==> src/rtl/sipo_pkg.sv <==
// Shared types and helpers for the sipo_rx serial-in/parallel-out receiver.
// Holds the receiver state encoding and the bit-counter width derivation.
package sipo_pkg;

    typedef enum logic {
        ST_IDLE  = 1'b0,
        ST_SHIFT = 1'b1
    } state_e;

    // Counter must hold 0..WIDTH, so it needs clog2(WIDTH+1) bits.
    function automatic int cnt_width(input int width);
        return $clog2(width + 1);
    endfunction

endpackage

==> src/rtl/sipo_out_buf.sv <==
// One-word valid/ready holding register for received frames.
// Loads a completed word when empty or draining, otherwise drops it and flags overrun.
module sipo_out_buf
    import sipo_pkg::*;
#(
    parameter int WIDTH = 4
) (
    input  logic             clk,
    input  logic             rst,
    input  logic             load_valid,
    input  logic [WIDTH-1:0] load_data,
    input  logic             p_ready,
    input  logic             clr_ovr,
    output logic [WIDTH-1:0] p_out,
    output logic             p_valid,
    output logic             overrun
);

    logic [WIDTH-1:0] data_q, data_d;
    logic             valid_q, valid_d;
    logic             overrun_q, overrun_d;
    logic             accept;
    logic             drop;

    always_comb begin
        // A full buffer can still accept if it is being drained on this same edge.
        accept    = load_valid && (!valid_q || p_ready);
        drop      = load_valid && !accept;
        data_d    = data_q;
        valid_d   = valid_q;
        overrun_d = overrun_q;

        if (accept) begin
            data_d  = load_data;
            valid_d = 1'b1;
        end else if (valid_q && p_ready) begin
            valid_d = 1'b0;
        end

        // A drop on the same edge as a clear must leave the flag set.
        if (drop) begin
            overrun_d = 1'b1;
        end else if (clr_ovr) begin
            overrun_d = 1'b0;
        end
    end

    always_ff @(posedge clk or negedge rst) begin
        if (!rst) begin
            data_q    <= '0;
            valid_q   <= 1'b0;
            overrun_q <= 1'b0;
        end else begin
            data_q    <= data_d;
            valid_q   <= valid_d;
            overrun_q <= overrun_d;
        end
    end

    assign p_out   = data_q;
    assign p_valid = valid_q;
    assign overrun = overrun_q;

endmodule

==> src/rtl/sipo_rx.sv <==
// Serial-in/parallel-out receiver: framed bit capture into a WIDTH-bit word,
// presented through a one-entry valid/ready buffer with sticky overrun.
module sipo_rx
    import sipo_pkg::*;
#(
    parameter int WIDTH     = 4,
    parameter bit MSB_FIRST = 1'b1
) (
    input  logic                          clk,
    input  logic                          rst,
    input  logic                          sin,
    input  logic                          sin_valid,
    input  logic                          start,
    output logic [WIDTH-1:0]              p_out,
    output logic                          p_valid,
    input  logic                          p_ready,
    output logic                          busy,
    output logic [cnt_width(WIDTH)-1:0]   bit_cnt,
    output logic                          overrun,
    input  logic                          clr_ovr
);

    localparam int CNT_W = cnt_width(WIDTH);

    state_e           state_q, state_d;
    logic [CNT_W-1:0] bit_cnt_q, bit_cnt_d;
    logic [WIDTH-1:0] sreg_q, sreg_d;
    logic [WIDTH-1:0] shifted;
    logic [WIDTH-1:0] first_bit;
    logic             word_done;

    always_comb begin
        // Shift of the running word, and the same shift applied to an empty register
        // for the first bit of a (re)started frame.
        if (MSB_FIRST) begin
            shifted   = {sreg_q[WIDTH-2:0], sin};
            first_bit = {{(WIDTH-1){1'b0}}, sin};
        end else begin
            shifted   = {sin, sreg_q[WIDTH-1:1]};
            first_bit = {sin, {(WIDTH-1){1'b0}}};
        end
    end

    always_comb begin
        state_d   = state_q;
        bit_cnt_d = bit_cnt_q;
        sreg_d    = sreg_q;
        word_done = 1'b0;

        if (start) begin
            // Resync outranks completion: a start always opens a fresh frame.
            state_d   = ST_SHIFT;
            bit_cnt_d = sin_valid ? CNT_W'(1) : '0;
            sreg_d    = sin_valid ? first_bit : '0;
        end else if (state_q == ST_SHIFT && sin_valid) begin
            sreg_d = shifted;
            if (bit_cnt_q == CNT_W'(WIDTH - 1)) begin
                word_done = 1'b1;
                state_d   = ST_IDLE;
                bit_cnt_d = '0;
            end else begin
                bit_cnt_d = bit_cnt_q + 1'b1;
            end
        end
    end

    always_ff @(posedge clk or negedge rst) begin
        if (!rst) begin
            state_q   <= ST_IDLE;
            bit_cnt_q <= '0;
            sreg_q    <= '0;
        end else begin
            state_q   <= state_d;
            bit_cnt_q <= bit_cnt_d;
            sreg_q    <= sreg_d;
        end
    end

    sipo_out_buf #(
        .WIDTH (WIDTH)
    ) u_out_buf (
        .clk        (clk),
        .rst        (rst),
        .load_valid (word_done),
        .load_data  (shifted),
        .p_ready    (p_ready),
        .clr_ovr    (clr_ovr),
        .p_out      (p_out),
        .p_valid    (p_valid),
        .overrun    (overrun)
    );

    assign busy    = (state_q == ST_SHIFT);
    assign bit_cnt = bit_cnt_q;

endmodule
==> config.mk <==
export PLATFORM = sky130hd
export DESIGN_NAME = sipo_rx
export DESIGN_NICKNAME = d
export VERILOG_FILES = /design/src/rtl/sipo_pkg.sv /design/src/rtl/sipo_out_buf.sv /design/src/rtl/sipo_rx.sv
export SDC_FILE = /design/constraint.sdc
export NUM_CORES = 1
export LEC_CHECK = 0
export ABC_AREA = 0
export CAP_MARGIN = 25
export CORE_AREA = 2 2 39 41
export DETAILED_ROUTE_END_ITERATION = 16
export DIE_AREA = 0 0 41 43
export PLACE_DENSITY = 0.81
export SLEW_MARGIN = 30
export SYNTH_ARGS = -nofsm -noshare
export SYNTH_HDL_FRONTEND = slang
export SYNTH_SLANG_ARGS = --single-unit
==> constraint.sdc <==
create_clock -name clk -period 3 [get_ports clk]
set_input_delay 0.6 -clock clk [delete_from_list [all_inputs] [get_ports clk]]
set_output_delay 0.6 -clock clk [all_outputs]
set_load 0.02 [all_outputs]
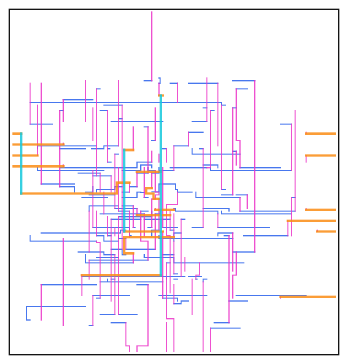
(signal wires by layer)
(8 px per um)
legend:
  orange:
    layer: metal 3
    wire_length: 95.4 um
  cyan:
    layer: metal 4
    wire_length: 40.1 um
  magenta:
    layer: metal 2
    wire_length: 506 um
  blue:
    layer: metal 1
    wire_length: 432 um

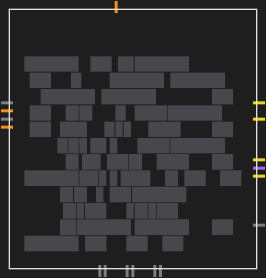
(pin map)
(6 px per um) Pins as bars across the die edge, other pins in grey.
legend:
  yellow:
    port: `p_out`
    pins: 4
    direction: output
    edge: east
  orange:
    port: `bit_cnt`
    pins: 3
    direction: output
    edge: 2 west, 1 north
  purple:
    port: `sin`
    pins: 1
    direction: input
    edge: east
Port Buffers: 16
die y size: 43 um
Die W: 41 um

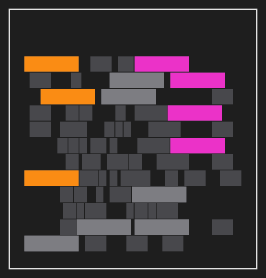
(sequential cells grouped by signal name)
(6 px per um) Other sequential cells in the stronger grey, the rest of the logic in the fainter grey.
legend:
  orange:
    name_in_the_netlist: `bit_cnt`
    placed_flops: 3
  magenta:
    name_in_the_netlist: `u_out_buf.p_out`
    placed_flops: 4
not coloured: 6

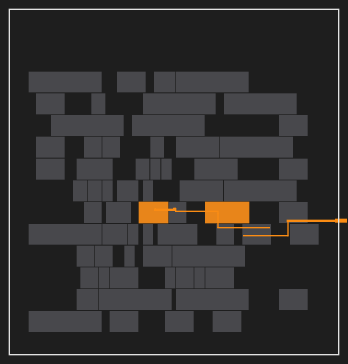
(wires at chosen ports, followed through buffers)
(8 px per um)
legend:
  orange:
    port: `sin`
    direction: input
    end_cells: 2
    buffers: 1
    wire: 30.2 um

==> Changelog: implementation <==
## Implementation

- Run status: finished, final reports clean
- Non-Filler Instances: 81
- Routability cong.: 0.822
- Count of multi-input gates: 30
- Relative slew slack: 63.2%
- DP Wirelength: 818 um
- Synth Cell Area: 559 um^2
- Cts hold-fix bufs: 0
- Comb gate area: 221 um^2
- Htree depth: 1
- FP Rows: 14
- Max Buffers Root-to-Sink: 2
- Post-Route WL: 1070 um
- Distinct lib cells used: 19
- Leading cell type by number of instances after synthesis: dfrtp_1
- Tool warnings: 26
- Final setup viols: 0
- Drt drc: 0
- Top cell excl fill/tap: clkdlybuf4s50_1
- Crit start category: primary input
- Part of the power in combinational logic: 22.3%
- Synth Register Bits: 13
- Placed Instances: 77
- Commonest flop: dfrtp_1
- Cells after synthesis: 46
- Fillcell total: 138
- Seq area share: 42.8%
- Seq cells: 13
- Synthesis-to-layout area growth: 36.0%
- Cell-internal power: 293 uW
- Core Footprint: 1380 um^2
- CTS clk-pin slew, worst paths: 0.07 ns
- Fin Hold WS: 0.515 ns
- Initial antenna violation count: 0
- Final Critical Period: 1.98 ns
- Area reported by Yosys stat: 559 um^2
- Ranking of synthesized cells by area: dfrtp_1, mux2_4, nand2_1
- Number of hold violations in the final report: 0
- Starting DRT DRC Count: 7
- Synth Seq Share: 58.2%
- Most instantiated logic cells after routing: clkdlybuf4s50_1, dfrtp_1, nand2_1
- Max-Cap Viols: 0
- Least-Margin Pin Slew: 0.551 ns
- Async SR Flop Fraction: 100%
final timing paths:
kind                            start                  to  slack (ns)  cells after the start
setup / recovery            sin_valid  u_out_buf.p_out[1]        1.02                      4
hold reg to reg             sreg_q[2]  u_out_buf.p_out[3]        0.51                      1
setup reg to reg           bit_cnt[0]  u_out_buf.p_out[1]        1.31                      4
hold / removal              sreg_q[2]  u_out_buf.p_out[3]        0.51                      1
max in group asynchronous         rst  u_out_buf.p_out[2]        1.96                      1
min in group asynchronous         rst   u_out_buf.p_valid        0.66                      1
metal layers:
metal,GRT usage (%),vias to the layer above,share of wire (%)
li1,-,196,-
met1,21.2,203,40
met2,22.2,24,47
met3,4.71,7,8.9
met4,8.00,0,3.7
met5,0,-,0
stage by stage:
stage	total power [mW]	util (%)	setup slack, ns	cell area (um^2)
global placement	0.294	53.1	0.770	734
finish	0.404	55.0	1.02	761
detailed placement	0.297	53.1	0.731	734
floorplan	0.251	-	1.25	559
global route	0.424	55.0	1.00	761
CTS	0.407	55.0	1.03	761
power groups by stage:
stage | sequential, mW | clock, mW | combinational [mW]
after floorplan | 0.220 | 0 | 0.0307
after global placement | 0.205 | 0 | 0.0891
after detailed placement | 0.206 | 0 | 0.0909
after CTS | 0.202 | 0.114 | 0.0913
after global routing | 0.204 | 0.122 | 0.0980
final | 0.202 | 0.112 | 0.0902
cell families (layout without fill, tap and decap cells):
kind of cell | after synthesis | in the layout | synth area share (%)
DFF | 13 | 13 | 58.2
AOI/OAI and AO/OA | 8 | 8 | 9.62
adders and majority gates | 1 | 1 | 2.24
buffers and inverters | 3 | 22 | 2.24
and+or+nand+nor | 17 | 17 | 17.0
muxes | 4 | 4 | 10.7
worst max-delay path, cell delays in order:
cell             delay (ns)
clkdlybuf4s50_1        0.55
nand2_2                0.11
or4b_4                 0.58
mux2_4                 0.32
Power is estimated from default activity; no workload was simulated.
